Fig. 1: run 1, gate families picked out
(4 px per µm)
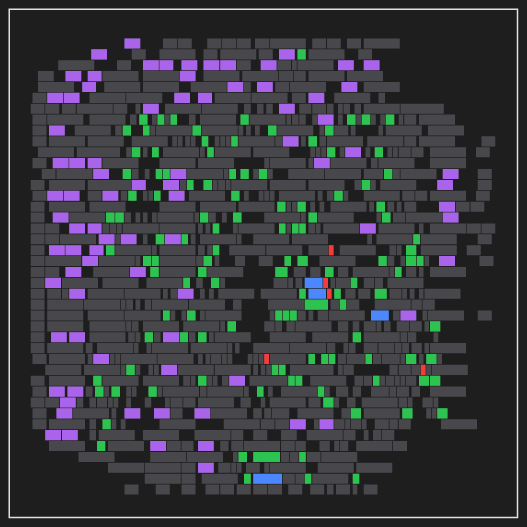
Fig. 2: run 1, routing congestion
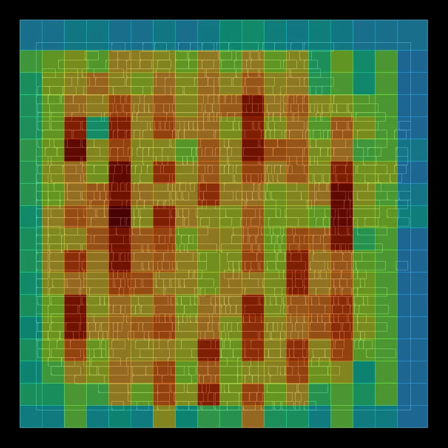
Fig. 3: run 1, a small window of the routed layout
Region (43, 69) to (83, 109) µm. Cells in grey, sequential cells in the stronger grey; small squares are vias.
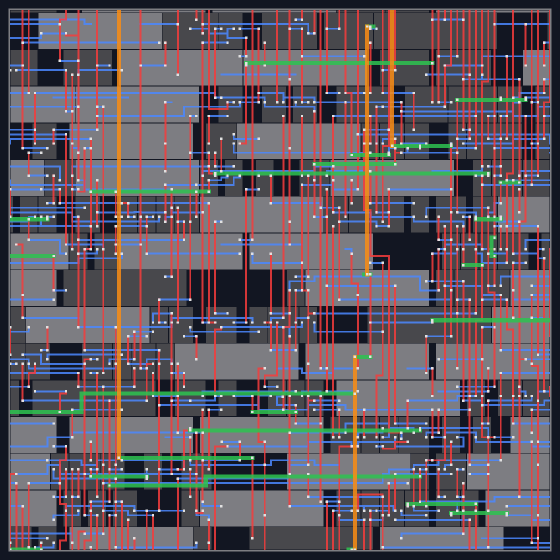
Fig. 4: run 1, M2 wires
(2 px per µm) Cells faint in the background.
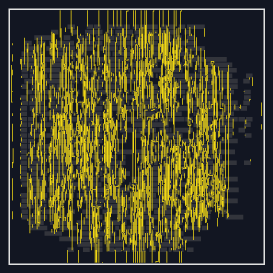
File: config.mk
export PLATFORM = sky130hd
export DESIGN_NAME = msg_write
export DESIGN_NICKNAME = d
export VERILOG_FILES = /design/src/rtl/msg_pkg.sv /design/src/rtl/msg_pend_slot.sv /design/src/rtl/msg_write.sv
export SDC_FILE = /design/constraint.sdc
export NUM_CORES = 1
export LEC_CHECK = 0
export CORE_MARGIN = 5
export CORE_UTILIZATION = 60
export CTS_CLUSTER_DIAMETER = 120
export DETAILED_ROUTE_END_ITERATION = 12
export HOLD_SLACK_MARGIN = 0.02
export PLACE_DENSITY = 0.92
export SLEW_MARGIN = 20
export SYNTH_ARGS = -nofsm -noshare
export SYNTH_HDL_FRONTEND = slang
export SYNTH_SLANG_ARGS = --single-unit
export TNS_END_PERCENT = 50
File: constraint.sdc
create_clock -name OPB_CLK -period 5.3 [get_ports OPB_CLK]
set_input_delay 1.06 -clock OPB_CLK [delete_from_list [all_inputs] [get_ports OPB_CLK]]
set_output_delay 1.06 -clock OPB_CLK [all_outputs]
set_load 0.005 [all_outputs]
File: src/rtl/msg_pkg.sv
// Shared message-framing definitions for the OPB message parser (receive side)
// and msg_write (transmit side).
package msg_pkg;

  localparam logic [7:0] HDR_WRREQ  = 8'h5A;
  localparam logic [7:0] HDR_RDRESP = 8'h5B;
  localparam logic [7:0] HDR_ERROR  = 8'h5E;

  localparam logic [7:0] TAIL_WRREQ  = ~HDR_WRREQ;
  localparam logic [7:0] TAIL_RDRESP = ~HDR_RDRESP;
  localparam logic [7:0] TAIL_ERROR  = ~HDR_ERROR;

  localparam int FRAME_BYTES = 10;
  localparam int FRAME_W     = FRAME_BYTES * 8;

  typedef enum logic [1:0] {
    ST_IDLE = 2'd0,
    ST_LOAD = 2'd1,
    ST_SEND = 2'd2,
    ST_DONE = 2'd3
  } msg_state_t;

  // Header, 8-byte payload MSB first, then the complemented header as tail.
  function automatic logic [FRAME_W-1:0] build_frame(input logic [7:0]  hdr,
                                                     input logic [63:0] payload);
    return {hdr, payload, ~hdr};
  endfunction

endpackage

File: src/rtl/msg_pend_slot.sv
// One-entry request holding register: captures when empty (or being freed this
// cycle) and flags a drop when a request finds the entry still occupied.
module msg_pend_slot #(
  parameter int W = 8
) (
  input  logic         clk,
  input  logic         rst_n,
  input  logic         i_capture,
  input  logic [W-1:0] i_data,
  input  logic         i_free,
  output logic         o_valid,
  output logic [W-1:0] o_data,
  output logic         o_drop
);

  logic         r_valid;
  logic [W-1:0] r_data;

  // A capture on the freeing cycle wins, so back-to-back requests are never lost.
  always_ff @(posedge clk or negedge rst_n) begin
    if (!rst_n) begin
      r_valid <= 1'b0;
      r_data  <= '0;
    end else if (i_capture && (!r_valid || i_free)) begin
      r_valid <= 1'b1;
      r_data  <= i_data;
    end else if (i_free) begin
      r_valid <= 1'b0;
    end
  end

  assign o_valid = r_valid;
  assign o_data  = r_data;
  assign o_drop  = i_capture & r_valid & ~i_free;

endmodule

File: src/rtl/msg_write.sv
// Builds 10-byte read-response / error-report frames and streams them byte by
// byte into the UART TX FIFO, aborting a frame if the FIFO stays full too long.
module msg_write
  import msg_pkg::*;
#(
  parameter logic [15:0] STALL_LIMIT = 16'd50000
) (
  input  logic        OPB_CLK,
  input  logic        OPB_RST_N,
  input  logic        OPB_RD_DONE,
  input  logic [31:0] OPB_DI,
  input  logic [31:0] OPB_RD_ADDR,
  input  logic        ERR_REQ,
  input  logic [7:0]  ERR_CODE,
  output logic        TX_FIFO_WR,
  output logic [7:0]  TX_FIFO_DATA,
  input  logic        TX_FIFO_FULL,
  output logic        BUSY,
  output logic [7:0]  DROP_CNT,
  output logic        STALL_ERR
);

  localparam logic [15:0] STALL_LAST = STALL_LIMIT - 16'd1;
  localparam logic [3:0]  LAST_BYTE  = 4'(FRAME_BYTES - 1);

  msg_state_t         r_state;
  msg_state_t         w_state_next;
  logic               r_sel_rd;
  logic [FRAME_W-1:0] r_frame;
  logic [3:0]         r_byte_cnt;
  logic [15:0]        r_stall_cnt;
  logic [7:0]         r_drop_cnt;

  logic               w_rd_pend;
  logic [63:0]        w_rd_data;
  logic               w_rd_drop;
  logic               w_rd_free;
  logic               w_err_pend;
  logic [7:0]         w_err_code;
  logic               w_err_drop;
  logic               w_err_free;
  logic               w_rd_any;
  logic               w_err_any;
  logic               w_wr;
  logic               w_stall_abort;
  logic [8:0]         w_drop_sum;

  assign w_rd_free  = (r_state == ST_LOAD) &  r_sel_rd;
  assign w_err_free = (r_state == ST_LOAD) & ~r_sel_rd;

  msg_pend_slot #(.W(64)) u_rd_slot (
    .clk       (OPB_CLK),
    .rst_n     (OPB_RST_N),
    .i_capture (OPB_RD_DONE),
    .i_data    ({OPB_RD_ADDR, OPB_DI}),
    .i_free    (w_rd_free),
    .o_valid   (w_rd_pend),
    .o_data    (w_rd_data),
    .o_drop    (w_rd_drop)
  );

  msg_pend_slot #(.W(8)) u_err_slot (
    .clk       (OPB_CLK),
    .rst_n     (OPB_RST_N),
    .i_capture (ERR_REQ),
    .i_data    (ERR_CODE),
    .i_free    (w_err_free),
    .o_valid   (w_err_pend),
    .o_data    (w_err_code),
    .o_drop    (w_err_drop)
  );

  // Incoming pulses are seen directly in IDLE so LOAD follows the request by one cycle.
  assign w_rd_any  = w_rd_pend  | OPB_RD_DONE;
  assign w_err_any = w_err_pend | ERR_REQ;

  always_ff @(posedge OPB_CLK or negedge OPB_RST_N) begin
    if (!OPB_RST_N) begin
      r_state <= ST_IDLE;
    end else begin
      r_state <= w_state_next;
    end
  end

  always_comb begin
    w_state_next  = r_state;
    w_wr          = 1'b0;
    w_stall_abort = 1'b0;
    case (r_state)
      ST_IDLE: begin
        if (w_rd_any || w_err_any) begin
          w_state_next = ST_LOAD;
        end
      end
      ST_LOAD: begin
        w_state_next = ST_SEND;
      end
      ST_SEND: begin
        w_wr          = ~TX_FIFO_FULL;
        w_stall_abort = TX_FIFO_FULL & (r_stall_cnt == STALL_LAST);
        if (w_wr && (r_byte_cnt == LAST_BYTE)) begin
          w_state_next = ST_DONE;
        end else if (w_stall_abort) begin
          w_state_next = ST_IDLE;
        end
      end
      ST_DONE: begin
        w_state_next = ST_IDLE;
      end
      default: begin
        w_state_next = ST_IDLE;
      end
    endcase
  end

  always_ff @(posedge OPB_CLK or negedge OPB_RST_N) begin
    if (!OPB_RST_N) begin
      r_sel_rd    <= 1'b0;
      r_frame     <= '0;
      r_byte_cnt  <= '0;
      r_stall_cnt <= '0;
    end else begin
      case (r_state)
        ST_IDLE: begin
          r_sel_rd <= w_rd_any;
        end
        ST_LOAD: begin
          r_frame     <= r_sel_rd ? build_frame(HDR_RDRESP, w_rd_data)
                                  : build_frame(HDR_ERROR, {24'h0, w_err_code, 32'h0});
          r_byte_cnt  <= '0;
          r_stall_cnt <= '0;
        end
        ST_SEND: begin
          if (w_wr) begin
            r_frame     <= {r_frame[FRAME_W-9:0], 8'h00};
            r_byte_cnt  <= r_byte_cnt + 4'd1;
            r_stall_cnt <= '0;
          end else if (!w_stall_abort) begin
            r_stall_cnt <= r_stall_cnt + 16'd1;
          end
        end
        default: begin
        end
      endcase
    end
  end

  assign w_drop_sum = {1'b0, r_drop_cnt} + {8'h00, w_rd_drop} + {8'h00, w_err_drop};

  always_ff @(posedge OPB_CLK or negedge OPB_RST_N) begin
    if (!OPB_RST_N) begin
      r_drop_cnt <= '0;
    end else begin
      r_drop_cnt <= w_drop_sum[8] ? 8'hFF : w_drop_sum[7:0];
    end
  end

  assign TX_FIFO_WR   = w_wr;
  assign TX_FIFO_DATA = r_frame[FRAME_W-1 -: 8];
  assign BUSY         = (r_state != ST_IDLE) | w_rd_pend | w_err_pend;
  assign DROP_CNT     = r_drop_cnt;
  assign STALL_ERR    = w_stall_abort;

endmodule

==> impl_metrics.env, run 1 <==
# yosys + openroad results
export IMPL_hpwl_um=11980
export IMPL_gp_congestion=0.8668
export IMPL_power_internal_mw=3.759
export IMPL_synth_warnings=0
export IMPL_root_buffer="clkbuf_16"
export IMPL_setup_viol_count_final=0
export IMPL_crit_path_start_kind="primary input"
export IMPL_edf_count=0
export IMPL_diodes=0
export IMPL_worst_r2r_path_depth=6
export IMPL_fin_crit_sh_pct=72.68
export IMPL_cp_arrival_ns=2.79
export IMPL_initial_core_util_pct=61.45
export IMPL_yosys_stat_area_um2=8170
export IMPL_grt_pass1_wl_um=30660
export IMPL_status="finished, final reports clean"
export IMPL_p_sw_share_pct=36.96
export IMPL_core_um2=13300
export IMPL_clk_latency_ns=0.43
export IMPL_placed_area_um2=9069
export IMPL_clkTransAtPathRegs_ns=0.06
export IMPL_critical_path_class="primary input to primary output"
export IMPL_vias_per_cell=6.111
export IMPL_grt_usage_pct=23.76
export IMPL_async_flop_share_pct=100.0
export IMPL_synth_area_um2=8170
export IMPL_layout_setup_ws_ns=1.448
export IMPL_tns_ns=0
export IMPL_ys_types=58
export IMPL_cts_tree="built"
export IMPL_finalHoldViolCount=0
export IMPL_clockPowerShare_pct=22.5
export IMPL_post_cts_buffers=0
export IMPL_total_power_mw=5.963
export IMPL_crit_chain="clkdlybuf4s50_1 > buf_4 > nor4b_1 > nand4_1 > nor2_1 > clkdlybuf4s50_1"
export IMPL_reg2reg_slack_ns=2.09
export IMPL_p_per_area_nw_per_um2=614.9
export IMPL_final_max_slew_viol_count=0
export IMPL_numPortBuffers=95
export IMPL_worstPathMaxFanout=21
export IMPL_hold_class="flop to flop"
export IMPL_num_rows=42
export IMPL_grt_overflow=0
export IMPL_slowest_delay_ns=0.51
export IMPL_ys_ff=180
export IMPL_synth_area_per_cell_um2=10.64
export IMPL_critPathSlowestCell="clkdlybuf4s50_1"
Notes on Fig. 1 above:
family	colour	cells	most used
aoi and oai cells	green	119	a31oi_1
fa/ha/maj cells	blue	4	ha_1
inv cells	red	5	inv_1
mux cells	purple	83	mux2_1
combinational share of cell area: 33.97%
non-filler cells, final: 1017
Top cell excl fill/tap: dfrtp_1

Notes on Fig. 2 above:
met3 Usage GRT: 4.960%
routed length per instance: 18.42 µm

Notes on Fig. 3 above:
layer	colour
metal 3	green
metal 2	red
metal 1	blue
metal 4	orange
sequential cells in the window	26
most frequent	nand2_1 (26), dfrtp_1 (26), nor2_1 (17)
cells with their middle in the window	130
netlist names of flops here include	`r_frame` (18), `u_rd_slot.o_data` (7)

Notes on Fig. 4 above:
longest straight run	62.0 µm
nets with wire on the layer	785
wire length on this layer	9400 µm
main direction	vertical
M2 GR Usage: 39.32%
drt total wl: 18730 µm
vias: 6215

## run 1: stage by stage
step / util (%) / hold WS (ns) / std cells
after floorplan: - / 0.4469 / 768
after global placement: 68.21 / 0.4647 / 985
after detailed placement: 68.21 / 0.4753 / 985
after CTS: 72.91 / 0.4907 / 1017
after global routing: 72.94 / 0.4996 / 1017
final: 72.94 / 0.4877 / 1017
## run 1: placed cells by master (no fill, tap or decap), drive strengths merged, types with 9 or more instances in the layout
master	n
dfrtp	180
nand2	94
clkdlybuf4s50	94
nor2	80
mux2	74
nand3	57
a31oi	54
o21ai	27
a21oi	21
clkbuf	21
buf	12
o211ai	10
mux2i	9
inv	9
## run 1: cell families (layout without fill, tap and decap cells)
family | after synthesis | after routing | synth area share [%]
and+or+nand+nor | 287 | 287 | 16.55
DFF | 180 | 180 | 55.13
AOI/OAI and AO/OA | 138 | 138 | 10.63
muxes | 83 | 83 | 11.30
buffers and inverters | 70 | 143 | 5.038
xor gates and xnor gates | 6 | 6 | 0.6432
adders and majority gates | 4 | 4 | 0.7045
## run 1: critical path, delay by kind of cell
family                 cells  cell delay (ns)
buffers and inverters      3             1.22
AND/OR/NAND/NOR            3             0.51
## run 1: cell type report
type                       instances  area, µm²
clock buffer                      21      450.4
multi-input combinational        518       3294
fill                             877       3597
inverter                           5      18.77
clock inverter                    11      173.9
tap                              176      220.2
timing repair buffer             106       1035
sequential                       180       4506
## run 1: sequential cells by signal (all words and copies together) (netlist names), 2 cells and up
register / cells
r_frame: 75
u_rd_slot.o_data: 64
r_stall_cnt: 16
DROP_CNT: 8
u_err_slot.o_data: 8
r_byte_cnt: 4
r_state: 2
## run 1: routing by layer
metal  share of wire [%]  wire length (µm)
met1                  41              7644
met3                 7.0              1305
met4                 2.0               377
met5                   0                 0
met2                  50              9403
## run 1: final timing paths
kind | start | end
worst min-delay path | r_frame[15]$_DFFE_PN0P_ | r_frame[15]$_DFFE_PN0P_
worst min register to register | r_frame[15]$_DFFE_PN0P_ | r_frame[15]$_DFFE_PN0P_
max in group asynchronous | OPB_RST_N | r_sel_rd$_DFFE_PN0N_
worst max register to register | r_state[1]$_DFFE_PN0P_ | u_rd_slot.o_data[46]$_DFFE_PN0P_
min in group asynchronous | OPB_RST_N | u_err_slot.o_data[5]$_DFFE_PN0P_
worst max-delay path | TX_FIFO_FULL | STALL_ERR
## run 1: power by group through the flow
stage / Combinational (mW) / Sequential (mW) / Clock [mW]
CTS: 2.15 / 2.46 / 1.35
finish: 2.15 / 2.47 / 1.34
global placement: 2.00 / 2.43 / 0
detailed placement: 2.11 / 2.47 / 0
global route: 2.39 / 2.54 / 1.41
floorplan: 1.69 / 2.29 / 0
--- run 2 (diff from run 1) ---
--- a/config.mk
+++ b/config.mk
@@ -6,11 +6,11 @@
 export NUM_CORES = 1
 export LEC_CHECK = 0
 export CORE_MARGIN = 5
-export CORE_UTILIZATION = 60
+export CORE_UTILIZATION = 56
 export CTS_CLUSTER_DIAMETER = 120
 export DETAILED_ROUTE_END_ITERATION = 12
 export HOLD_SLACK_MARGIN = 0.02
-export PLACE_DENSITY = 0.92
+export PLACE_DENSITY = 0.87
 export SLEW_MARGIN = 20
 export SYNTH_ARGS = -nofsm -noshare
 export SYNTH_HDL_FRONTEND = slang
==> constraint.sdc (replaced) <==
create_clock -name OPB_CLK -period 3.8 [get_ports OPB_CLK]
set_input_delay 0.76 -clock OPB_CLK [delete_from_list [all_inputs] [get_ports OPB_CLK]]
set_output_delay 0.76 -clock OPB_CLK [all_outputs]
set_load 0.005 [all_outputs]
Fig. 5: run 2, a small window of the routed layout
Region (45, 72) to (85, 112) µm. Cells in grey, sequential cells in the stronger grey; small squares are vias.
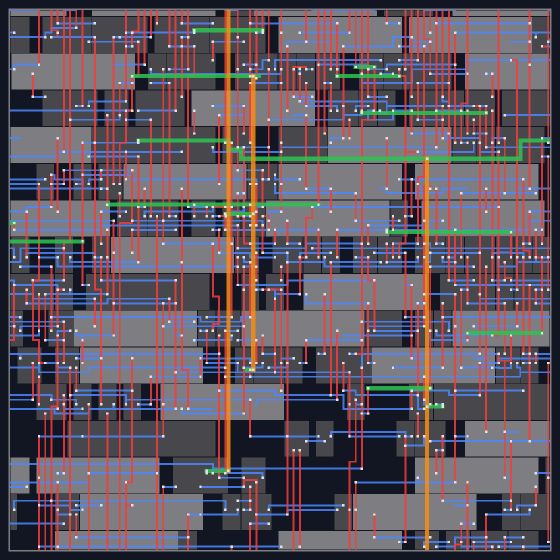
layer	colour
metal 2	red
metal 4	orange
metal 3	green
metal 1	blue
cells with their middle in the window	128
netlist names of flops here include	`r_frame` (21), `u_rd_slot.o_data` (6)
sequential cells in the window	28
most frequent	dfrtp_1 (28), nand2_1 (24), nor2_1 (17)

Fig. 6: run 2, gate families picked out
(4 px per µm)
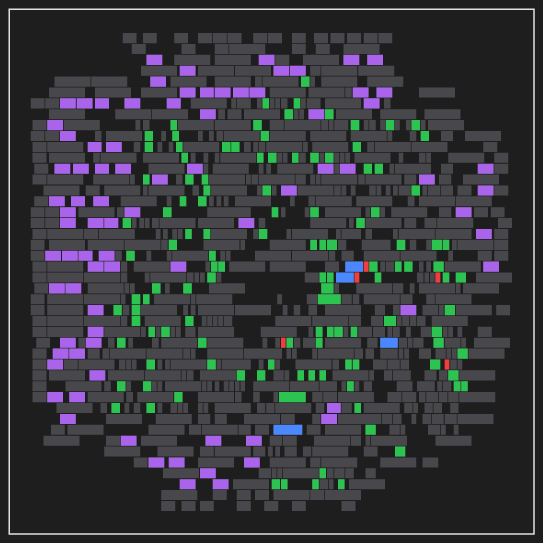
family	colour	cells	most used
inv cells	red	5	inv_1
fa/ha/maj cells	blue	4	ha_1
aoi and oai cells	green	119	a31oi_1
mux cells	purple	83	mux2_1
combinational share of cell area: 33.90%
non-filler cells, final: 1026

==> run 2 against run 1 <==
Effect of this change: first-iteration DRC count rose by 12%; sequential power rose by 37%; worst hold slack got worse by 0.10 ns; synthesized area did not move; final cell count rose by 0.88%; power rose by 36%; critical path depth fell by 1; synthesized cell count did not move; sequential cell count did not move; register-to-register slack got worse by 0.83 ns; critical path type unchanged; largest cell class unchanged; largest power group unchanged.
==> impl_metrics.env, run 2 <==
# yosys + openroad results
export IMPL_critPathSlowestCell="clkdlybuf4s50_1"
export IMPL_gp_congestion=0.8940
export IMPL_hold_class="primary input to async pin"
export IMPL_synth_area_um2=8170
export IMPL_setup_viol_count_final=0
export IMPL_ys_sh_adder_pct=0.7044
export IMPL_grt_use_met3_pct=5.244
export IMPL_ys_sh_mux_pct=11.30
export IMPL_totalWireLength_um=17570
export IMPL_synth_area_per_cell_um2=10.64
export IMPL_async_flop_share_pct=100.0
export IMPL_avgRoutedWirePerCell_um=17.12
export IMPL_topCombFamilyByArea="simple AND/OR/NAND/NOR gates"
export IMPL_xor_share_pct=0.6432
export IMPL_worstPathMaxFanout=2
export IMPL_crit_path_start_kind="primary input"
export IMPL_reg2reg_slack_ns=1.26
export IMPL_ys_ff=180
export IMPL_critical_path_class="primary input to primary output"
export IMPL_grt_usage_pct=21.93
export IMPL_clkTransAtPathRegs_ns=0.07
export IMPL_yosys_stat_area_um2=8170
export IMPL_fin_crit_sh_pct=81.18
export IMPL_total_power_mw=8.129
export IMPL_mostFrequentLayoutCells="179 x dfrtp_1, 94 x nand2_1, 94 x clkdlybuf4s50_1"
export IMPL_rr_startpoint="r_state[1]$_DFFE_PN0P_"
export IMPL_regMostFlops="r_frame"
export IMPL_ys_types=58
export IMPL_status="finished, final reports clean"
export IMPL_gr_usage_met2_pct=34.28
export IMPL_simple_gate_area_share_pct=16.55
export IMPL_cp_arrival_ns=2.32
export IMPL_aoi_share_pct=10.63
export IMPL_diodes=0
export IMPL_vias_per_cell=5.907
export IMPL_clk_latency_ns=0.43
export IMPL_grt_pass1_wl_um=29530
export IMPL_tns_ns=0
export IMPL_slowest_delay_ns=0.52
export IMPL_rr_endpoint="DROP_CNT[3]$_DFF_PN0_"
run 2: cell counts after synthesis:
Identical to the previous run, type by type.
run 2: metrics by stage:
step	utilization (%)	hold slack, ns	std cells	area [µm²]	setup WS, ns
2_1_floorplan	-	0.4469	768	8170	1.592
3_3_place_gp	63.25	0.4644	994	9124	0.7590
3_5_place_dp	63.25	0.4701	994	9124	0.7330
4_1_cts	67.28	0.4121	1026	9704	0.7157
5_1_grt	67.28	0.4464	1026	9704	0.5603
6_report	67.28	0.3842	1026	9704	0.7151
run 2: layout make-up:
type | instances | area (µm²)
repair buffers | 107 | 1080
inverters | 5 | 18.77
flip-flops and latches | 180 | 4506
fillers | 1081 | 4720
multi-input cells | 518 | 3289
well taps | 184 | 230.2
clock buffers | 19 | 432.9
clock inverters | 13 | 147.6
run 2: worst max-delay path by stage:
stage / startpoint / to / slack [ns] / cells after the start
final: TX_FIFO_FULL / STALL_ERR / 0.72 / 5
after global routing: TX_FIFO_FULL / STALL_ERR / 0.56 / 5
after CTS: TX_FIFO_FULL / TX_FIFO_WR / 0.72 / 4
after detailed placement: TX_FIFO_FULL / TX_FIFO_WR / 0.73 / 4
after global placement: TX_FIFO_FULL / STALL_ERR / 0.76 / 5
after floorplan: TX_FIFO_FULL / STALL_ERR / 1.59 / 4
run 2: power breakdown:
part	total (mW)	switching [mW]	internal, mW
sequential	3.38	0.568	2.81
combinational	3.01	1.67	1.34
clock	1.74	0.761	0.979
run 2: per-layer routing:
| layer | share of wire (%) | up-vias |
|---|---|---|
| met5 | 0 | - |
| met4 | 2.1 | 0 |
| met3 | 5.2 | 32 |
| met2 | 48 | 181 |
| met1 | 45 | 3010 |
| li1 | - | 2838 |
run 2: cell families after synthesis:
group           after synthesis
simple gates                287
flops                       180
compound gates              138
mux                          83
buf+inv                      70
xor+xnor                      6
fa+ha+maj                     4
--- run 3 (diff from run 2) ---
==> constraint.sdc (replaced) <==
create_clock -name OPB_CLK -period 2.9 [get_ports OPB_CLK]
set_input_delay 0.58 -clock OPB_CLK [delete_from_list [all_inputs] [get_ports OPB_CLK]]
set_output_delay 0.58 -clock OPB_CLK [all_outputs]
set_load 0.005 [all_outputs]
Fig. 7: run 3, routing congestion
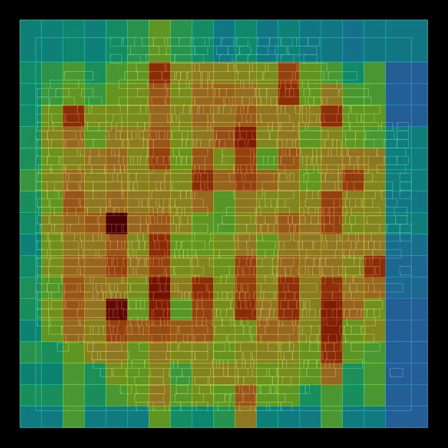
routed length per instance: 17.66 µm
fin util: 67.97%
met3 Usage GRT: 4.268%

Fig. 8: run 3, a small window of the routed layout
Region (45, 72) to (85, 112) µm. Cells in grey, sequential cells in the stronger grey; small squares are vias.
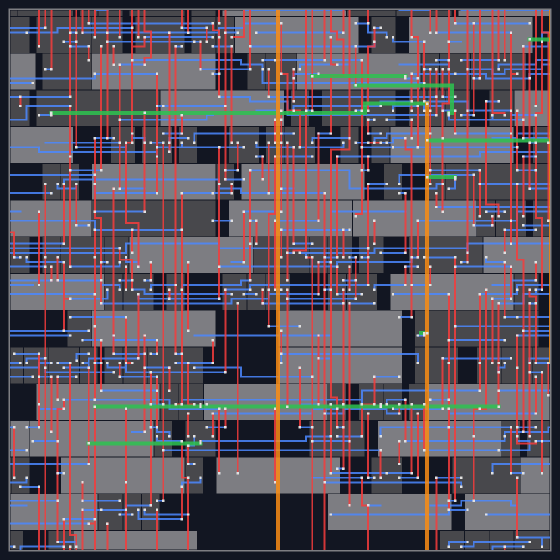
layer	colour
metal 2	red
metal 4	orange
metal 1	blue
metal 3	green
cells with their middle in the window	123
sequential cells in the window	30
most frequent	dfrtp_1 (30), nand2_1 (23), a31oi_1 (15)
netlist names of flops here include	`r_frame` (21), `u_rd_slot.o_data` (9)

==> run 3 against run 2 <==
Effect of this change: non-clock buffer count is 7 higher; sequential share of layout area decreased by 0.47 points; clock skew grew 0.00076 ns; largest power group unchanged; worst hold slack worse by 0.29 ns; core utilization increased by 0.69 points; highest routed layer unchanged; die area is the same; combinational power increased by 37%.
==> impl_metrics.env, run 3 <==
# yosys + openroad results
export IMPL_layout_setup_ws_ns=0.07795
export IMPL_power_frac_comb_pct=37.9
export IMPL_p_sw_mw=4.085
export IMPL_gp_congestion=0.8726
export IMPL_yosys_stat_area_um2=8170
export IMPL_clockPowerShare_pct=21.2
export IMPL_synth_area_per_cell_um2=10.64
export IMPL_clk_latency_ns=0.44
export IMPL_firstDrtPassIters=5
export IMPL_crit_chain="buf_4 > nand2b_2 > nor2_1 > clkdlybuf4s50_1"
export IMPL_crit_path_start_kind="flop"
export IMPL_p_sw_share_pct=37.70
export IMPL_max_freq_ghz=0.3544
export IMPL_grt_usage_pct=22.28
export IMPL_critPathSlowestCell="clkdlybuf4s50_1"
export IMPL_regMostFlops="r_frame"
export IMPL_ys_cells=768
export IMPL_vias_per_cell=5.950
export IMPL_holdWs_ns=0.09064
export IMPL_power_internal_mw=6.750
export IMPL_slowest_delay_ns=0.52
export IMPL_largest_area_cell="dfrtp_1"
export IMPL_fin_crit_sh_pct=97.31
export IMPL_totalWireLength_um=18240
export IMPL_worstPathMaxFanout=30
export IMPL_post_place_ws_ns=0.2054
export IMPL_status="finished, final reports clean"
export IMPL_setup_viol_count_final=0
export IMPL_hpwl_um=12100
export IMPL_seqPwrFrac_pct=40.8
export IMPL_clkTransAtPathRegs_ns=0.07
export IMPL_diodes=0
export IMPL_grt_pass1_wl_um=29790
export IMPL_mostFrequentLayoutCells="179 x dfrtp_1, 94 x nand2_1, 94 x clkdlybuf4s50_1"
export IMPL_ys_types=58
export IMPL_tns_ns=0
export IMPL_critical_path_class="flop to primary output"
export IMPL_cp_arrival_ns=2.24
export IMPL_synth_area_um2=8170
run 3: netlist changes by cell type in the layout (fill, tap and decap cells not counted), sizes merged:
cell	previous run	this run
inv	9	13
bufinv	2	1
clkinvlp	2	0
buf	13	20
clkbuf	19	18
run 3: final cells by class:
| cell class | instances | area, µm² | area share [%] |
|---|---|---|---|
| Sequential cell | 180 | 4506 | 45.95 |
| Clock inverter | 14 | 161.4 | 1.646 |
| Multi-Input combinational cell | 518 | 3289 | 33.55 |
| Tap cell | 184 | 230.2 | 2.348 |
| Clock buffer | 18 | 429.2 | 4.377 |
| Inverter | 5 | 18.77 | 0.1914 |
| Timing Repair Buffer | 114 | 1170 | 11.93 |
run 3: path summary, 6_finish.rpt:
| path | from | end | slack [ns] |
|---|---|---|---|
| min reg2reg | u_rd_slot.o_data[34]$_DFFE_PN0P_ | u_rd_slot.o_data[34]$_DFFE_PN0P_ | 0.49 |
| max reg2reg | r_state[1]$_DFFE_PN0P_ | DROP_CNT[3]$_DFF_PN0_ | 0.37 |
| min | OPB_RST_N | u_rd_slot.o_data[4]$_DFFE_PN0P_ | 0.09 |
| max in group asynchronous | OPB_RST_N | r_stall_cnt[5]$_DFFE_PN0P_ | 2.03 |
| max | r_state[0]$_DFFE_PN0P_ | STALL_ERR | 0.08 |
| min in group OPB_CLK | u_rd_slot.o_data[34]$_DFFE_PN0P_ | u_rd_slot.o_data[34]$_DFFE_PN0P_ | 0.49 |
run 3: kinds of logic after synthesis:
logic type / count (synthesis) / share of synthesized area, %
and+or+nand+nor: 287 / 16.55
DFF: 180 / 55.13
AOI/OAI and AO/OA: 138 / 10.63
muxes: 83 / 11.30
buffers and inverters: 70 / 5.038
xor gates and xnor gates: 6 / 0.6432
adders and majority gates: 4 / 0.7045
run 3: power by group through the flow:
stage	clock, mW	combinational [mW]	sequential [mW]
2_1_floorplan	0	3.09	4.19
3_3_place_gp	0	3.95	4.38
3_5_place_dp	0	4.11	4.44
4_1_cts	2.32	4.15	4.41
5_1_grt	2.43	4.58	4.55
6_report	2.30	4.11	4.43
run 3: stage by stage:
stage | total power, mW | cells | area (µm²)
global placement | 8.332 | 1001 | 9214
finish | 10.84 | 1033 | 9804
floorplan | 7.282 | 768 | 8170
CTS | 10.89 | 1033 | 9804
global route | 11.56 | 1033 | 9804
detailed placement | 8.545 | 1001 | 9214
run 3: metal layers:
| layer | routed length, µm | part of all wire [%] | global-route usage, % |
|---|---|---|---|
| met1 | 7914 | 43 | 30.89 |
| met2 | 8965 | 49 | 35.24 |
| met3 | 994 | 5.5 | 4.268 |
| met4 | 363 | 2.0 | 8.348 |
| met5 | 0 | 0 | 0 |
No activity file was given, so power comes from the tool's default toggle rates.
